File: config.mk
export PLATFORM = sky130hd
export DESIGN_NAME = icache_refill_fsm
export DESIGN_NICKNAME = d
export VERILOG_FILES = /design/src/rtl/icache_refill_fsm.sv
export SDC_FILE = /design/constraint.sdc
export NUM_CORES = 1
export LEC_CHECK = 0
export CORE_MARGIN = 2
export CORE_UTILIZATION = 46
export CTS_CLUSTER_SIZE = 20
export DETAILED_ROUTE_END_ITERATION = 12
export PLACE_DENSITY = 0.79
export SLEW_MARGIN = 20
export SYNTH_ARGS = -nofsm -noshare
export SYNTH_HDL_FRONTEND = slang
export SYNTH_SLANG_ARGS = --single-unit
File: constraint.sdc
create_clock -name clk -period 3.5 [get_ports clk]
set_input_delay 0.35 -clock clk [delete_from_list [all_inputs] [get_ports clk]]
set_output_delay 0.35 -clock clk [all_outputs]
set_load 0.1 [all_outputs]
File: src/rtl/icache_refill_fsm.sv
// -----------------------------------------------------------------------------
// icache_refill_fsm
//
// Instruction-cache line refill controller. On a tag miss it issues one burst
// read to the bus, assembles the returning beats into a line buffer, restarts
// the CPU early with the critical word, and commits the full line with a
// one-cycle write pulse. While idle it also services CACHE maintenance ops
// (IndexInvalid / IndexTag / HitInvalid) by pulsing a line write with the
// appropriate valid bit. Ops take priority over a miss in the same cycle.
//
// Parameters
//   LINE_WORDS : words per line (power of two, 4..16)
//   OFFSET_W   : word-offset width
//   WRAP_FILL  : 1 = critical-word-first wrapping burst, 0 = burst from word 0
//
// Ports
//   clk, resetn                  : clock, synchronous active-low reset
//   cpu_req, cpu_word, hit       : fetch request, word offset, tag lookup hit
//   cacheop_valid/kind/wr_valid  : CACHE op request (kind 1/2/3), IndexTag valid
//   cacheop_ready                : op accepted this cycle (combinational)
//   mem_req, mem_word            : burst request and its first word offset
//   mem_addr_ok                  : bus accepted the request
//   mem_data_ok, mem_rdata       : data beat valid and its data
//   line_data, line_we, line_valid : assembled line, write pulse, valid bit
//   cpu_data_ok, cpu_rdata       : early-restart pulse and critical word
//   busy, state                  : FSM not idle, current FSM state
// -----------------------------------------------------------------------------
module icache_refill_fsm #(
    parameter int LINE_WORDS = 8,
    parameter int OFFSET_W   = $clog2(LINE_WORDS),
    parameter int WRAP_FILL  = 1
) (
    input  logic                     clk,
    input  logic                     resetn,
    input  logic                     cpu_req,
    input  logic [OFFSET_W-1:0]      cpu_word,
    input  logic                     hit,
    input  logic                     cacheop_valid,
    input  logic [1:0]               cacheop_kind,
    input  logic                     cacheop_wr_valid,
    output logic                     cacheop_ready,
    output logic                     mem_req,
    output logic [OFFSET_W-1:0]      mem_word,
    input  logic                     mem_addr_ok,
    input  logic                     mem_data_ok,
    input  logic [31:0]              mem_rdata,
    output logic [LINE_WORDS*32-1:0] line_data,
    output logic                     line_we,
    output logic                     line_valid,
    output logic                     cpu_data_ok,
    output logic [31:0]              cpu_rdata,
    output logic                     busy,
    output logic [1:0]               state
);

    typedef enum logic [1:0] {
        S_IDLE   = 2'd0,
        S_ADDR   = 2'd1,
        S_FILL   = 2'd2,
        S_COMMIT = 2'd3
    } state_e;

    localparam int         CNT_W      = OFFSET_W + 1;
    localparam logic [1:0] OP_NONE    = 2'd0;
    localparam logic [1:0] OP_IDX_TAG = 2'd2;

    state_e                          state_q, state_d;
    logic [CNT_W-1:0]                cnt_q, cnt_d;
    logic [OFFSET_W-1:0]             crit_q, crit_d;
    logic [OFFSET_W-1:0]             mem_word_q, mem_word_d;
    logic [LINE_WORDS-1:0][31:0]     line_q, line_d;
    logic                            line_we_q, line_we_d;
    logic                            line_valid_q, line_valid_d;
    logic                            cpu_data_ok_q, cpu_data_ok_d;
    logic [31:0]                     cpu_rdata_q, cpu_rdata_d;

    logic                            op_take;
    logic [OFFSET_W-1:0]             slot;

    // Ops are only accepted in IDLE; elsewhere they are simply held off.
    assign op_take = (state_q == S_IDLE) && cacheop_valid && (cacheop_kind != OP_NONE);

    // Destination slot of the current beat; the OFFSET_W-bit sum wraps at LINE_WORDS.
    assign slot = mem_word_q + cnt_q[OFFSET_W-1:0];

    // NOTE: every signal written here gets a default first, so no path leaves
    // one unassigned and no latch is inferred.
    always_comb begin
        state_d       = state_q;
        cnt_d         = cnt_q;
        crit_d        = crit_q;
        mem_word_d    = mem_word_q;
        line_d        = line_q;
        line_we_d     = 1'b0;
        line_valid_d  = 1'b0;
        cpu_data_ok_d = 1'b0;
        cpu_rdata_d   = cpu_rdata_q;

        unique case (state_q)
            S_IDLE: begin
                if (op_take) begin
                    line_we_d    = 1'b1;
                    // Only IndexTag can write a set valid bit; both invalidates clear it.
                    line_valid_d = (cacheop_kind == OP_IDX_TAG) ? cacheop_wr_valid : 1'b0;
                end else if (cpu_req && !hit) begin
                    state_d    = S_ADDR;
                    cnt_d      = '0;
                    crit_d     = cpu_word;
                    mem_word_d = (WRAP_FILL != 0) ? cpu_word : '0;
                end
            end

            S_ADDR: begin
                if (mem_addr_ok) begin
                    state_d = S_FILL;
                end
            end

            S_FILL: begin
                if (mem_data_ok) begin
                    line_d[slot] = mem_rdata;
                    cnt_d        = cnt_q + CNT_W'(1);
                    if (slot == crit_q) begin
                        cpu_data_ok_d = 1'b1;
                        cpu_rdata_d   = mem_rdata;
                    end
                    if (cnt_q == CNT_W'(LINE_WORDS - 1)) begin
                        // Write pulse registers into the COMMIT cycle.
                        state_d      = S_COMMIT;
                        line_we_d    = 1'b1;
                        line_valid_d = 1'b1;
                    end
                end
            end

            S_COMMIT: begin
                state_d = S_IDLE;
            end

            default: begin
                state_d = S_IDLE;
            end
        endcase
    end

    // NOTE: sequential state uses non-blocking assignments so every register
    // samples the pre-edge values regardless of statement order.
    always_ff @(posedge clk) begin
        if (!resetn) begin
            state_q       <= S_IDLE;
            cnt_q         <= '0;
            crit_q        <= '0;
            mem_word_q    <= '0;
            // NOTE: the line buffer is an output that must read zero out of
            // reset, so unlike a RAM array it is cleared here.
            line_q        <= '0;
            line_we_q     <= 1'b0;
            line_valid_q  <= 1'b0;
            cpu_data_ok_q <= 1'b0;
            cpu_rdata_q   <= '0;
        end else begin
            state_q       <= state_d;
            cnt_q         <= cnt_d;
            crit_q        <= crit_d;
            mem_word_q    <= mem_word_d;
            line_q        <= line_d;
            line_we_q     <= line_we_d;
            line_valid_q  <= line_valid_d;
            cpu_data_ok_q <= cpu_data_ok_d;
            cpu_rdata_q   <= cpu_rdata_d;
        end
    end

    assign cacheop_ready = op_take;
    assign mem_req       = (state_q == S_ADDR);
    assign mem_word      = mem_word_q;
    assign line_data     = line_q;
    assign line_we       = line_we_q;
    assign line_valid    = line_valid_q;
    assign cpu_data_ok   = cpu_data_ok_q;
    assign cpu_rdata     = cpu_rdata_q;
    assign busy          = (state_q != S_IDLE);
    assign state         = state_q;

endmodule

Fig. 1: signal wires by layer
The bar under the picture is 50 um long. Two of the layers only.
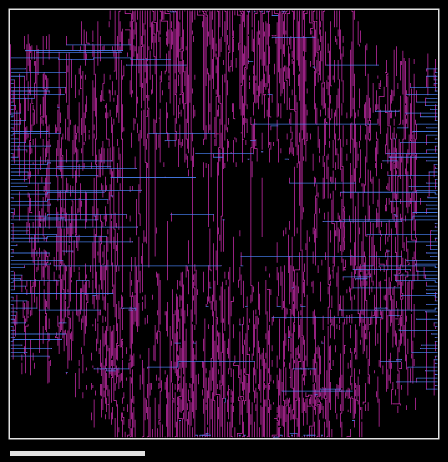
blue -> met3  # wire length 2,430 um
magenta -> met2  # wire length 15,900 um
via count: 8,746
Routed WL: 33,000 um
DR WL/cell: 19.1 um
Total GRT Usage: 0.252

Fig. 2: clock nets
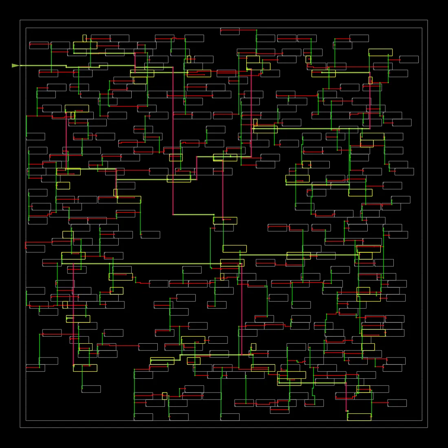
Num Clock Sinks: 300
number of buffers added by the clock tree synthesis step: 31
total of clock buffers placed in the layout: 50
power consumed by the clock network: 3300 uW
clk latency late pin: 0.54 ns

==> results.json <==
{
  "switching_power_uw": 2120,
  "worstPathArrival_ns": 3.59,
  "share_of_total_power_in_combinational_logic": 0.128,
  "cp_max_fo": 17,
  "power.group.top": "registers",
  "n_fill_cell": 1858,
  "floorplan.die.width_um": 158,
  "first_pass_iters": 5,
  "fa_ha_area_frac": 0.00871,
  "share_seq_of_total_power": 0.448,
  "postSynth.topFlopCell": "sky130_fd_sc_hd__dfxtp_1",
  "synthesis.area_sq_mm": 0.0109,
  "ys_ff": 300,
  "area.share.combinational": 0.295,
  "yosys-dominant-comb-family": "multiplexers",
  "layout-area-overhead-vs-synth_pct": 44.2,
  "mux_share": 0.268,
  "via_to_cell_ratio": 5.07,
  "timing.critical_path.from": "mem_word[0]$_SDFFE_PN0P_",
  "max-cap-violations": 0,
  "placed_wire_length_estimate_after_detailed_placement_um": 22600,
  "cts_root_buf": "sky130_fd_sc_hd__clkbuf_16",
  "number_of_placement_rows": 56,
  "number_of_buffers_outside_the_clock_class_in_the_layout": 364,
  "hold_path_startpoint": "resetn",
  "max_slew_violation_count": 0,
  "non_clock_buffer_area_share": 0.231,
  "ir_worst_vdd_v": 0.000324,
  "tritoncts": "yes",
  "internal-power_uw": 5670,
  "total_power_per_unit_cell_area_mw_per_mm2": 495,
  "hold_worst_slack_ns": 0.363,
  "multi_input_comb_cells": 679,
  "hold_violations": 0,
  "tap_cells": 319,
  "crit_path_end_kind": "register",
  "min_period_over_period": 0.893,
  "cp-start-kind": "register",
  "status": "finished clean",
  "post_cts.resized_instances": 0,
  "yosys-stat-area_sq_mm": 0.0109,
  "floorplanUtilization": 0.467,
  "ys_warn_count": 0,
  "ys_cells": 1051,
  "xor_xnor_share_of_the_synthesized_area": 0.00470,
  "top_area_cell_class": "registers",
  "inverters": 5,
  "leakage_uw": 0.00583,
  "timing_worst_setup_path_type": "register to register",
  "antenna_violations_before_repair": 0
}
Fig. 3: sequential cells grouped by signal name
The bar under the picture is 50 um long. Other sequential cells in the stronger gray, the rest of the logic in the fainter gray.
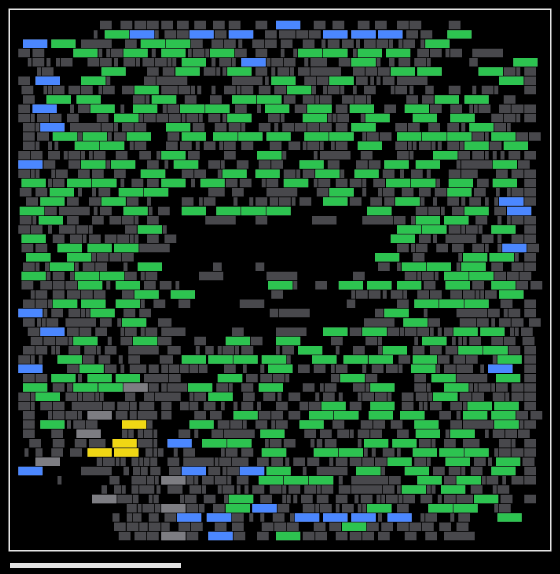
yellow -> cnt_q  # flops 4, where bottom left
green -> line_data  # flops 256, where widely spread
blue -> cpu_rdata  # flops 32, where widely spread
not colored = 8
flop share of the area: 0.381
Seq power: 3490 uW
utilization after layout: 0.673
Register Area: 0.00601 sq mm

==> registers in the layout (all words and copies together) (netlist names) <==
signal / cells
line_data: 256
cpu_rdata: 32
cnt_q: 4
mem_word: 3
state: 2
cpu_data_ok: 1
line_valid: 1
line_we: 1
==> final timing paths <==
path / to / slack [ns] / cells past startpoint
max: line_data[190]$_SDFFE_PN0P_ / 0.38 / 7
min: line_data[212]$_SDFFE_PN0P_ / 0.36 / 3
max reg2reg: line_data[190]$_SDFFE_PN0P_ / 0.38 / 7
min reg2reg: line_data[43]$_SDFFE_PN0P_ / 0.46 / 2
==> cells in the mapped netlist (2+ instances only) <==
master / n / area, sq um
sky130_fd_sc_hd__ha_1: 6 / 75.1
sky130_fd_sc_hd__nand2_1: 291 / 1090
sky130_fd_sc_hd__a21oi_1: 7 / 35.0
sky130_fd_sc_hd__nand3_1: 6 / 30.0
sky130_fd_sc_hd__dfxtp_1: 300 / 6010
sky130_fd_sc_hd__clkbuf_1: 39 / 146
sky130_fd_sc_hd__nand2b_1: 7 / 43.8
sky130_fd_sc_hd__nor3_1: 2 / 10.0
sky130_fd_sc_hd__xor2_1: 3 / 26.3
sky130_fd_sc_hd__nor2_1: 42 / 158
sky130_fd_sc_hd__inv_1: 5 / 18.8
sky130_fd_sc_hd__nand4b_1: 2 / 17.5
sky130_fd_sc_hd__nand4_1: 3 / 18.8
sky130_fd_sc_hd__mux2i_1: 292 / 2920
sky130_fd_sc_hd__a31oi_1: 2 / 12.5
sky130_fd_sc_hd__buf_2: 25 / 125
sky130_fd_sc_hd__or4_1: 2 / 15.0
sky130_fd_sc_hd__buf_6: 3 / 33.8
==> metal layers <==
layer | track usage | vias to the layer above | part of all wire | wire (um)
met5 | 0 | - | 0 | 0
met4 | 0.0995 | 0 | 0.037 | 1210
met3 | 0.0635 | 74 | 0.074 | 2430
met2 | 0.428 | 312 | 0.48 | 15900
met1 | 0.307 | 4206 | 0.41 | 13500
li1 | - | 4154 | - | -
==> metrics by stage <==
stage	cell area [sq um]	worst slack, ns	power [uW]
floorplan	10900	0.333	4280
global placement	14700	0.456	4550
detailed placement	14700	0.340	4560
CTS	15700	0.346	7820
global route	15700	0.197	8020
finish	15700	0.376	7790
==> critical path, stage by stage (launching register included) <==
cell and delay [ns]:
sky130_fd_sc_hd__dfxtp_1 0.35, sky130_fd_sc_hd__ha_1 0.23, sky130_fd_sc_hd__fa_1 0.41, sky130_fd_sc_hd__xor2_2 0.27, sky130_fd_sc_hd__xnor2_1 0.17, sky130_fd_sc_hd__nor3_4 0.89
sky130_fd_sc_hd__buf_4 0.47, sky130_fd_sc_hd__mux2i_1 0.23
==> placed cells by master, fill, tap and decap left out, drive strengths merged, types with 4 or more instances in the layout <==
| master | instances |
|---|---|
| clkdlybuf4s50 | 340 |
| a21oi | 7 |
| nand3 | 6 |
| inv | 7 |
| xor2 | 4 |
| mux2i | 292 |
| nand2 | 291 |
| dfxtp | 300 |
| nand2b | 7 |
| nor2 | 42 |
| ha | 6 |
| clkinv | 4 |
| clkbuf | 51 |
| buf | 23 |
Power and IR drop assume default switching activity.
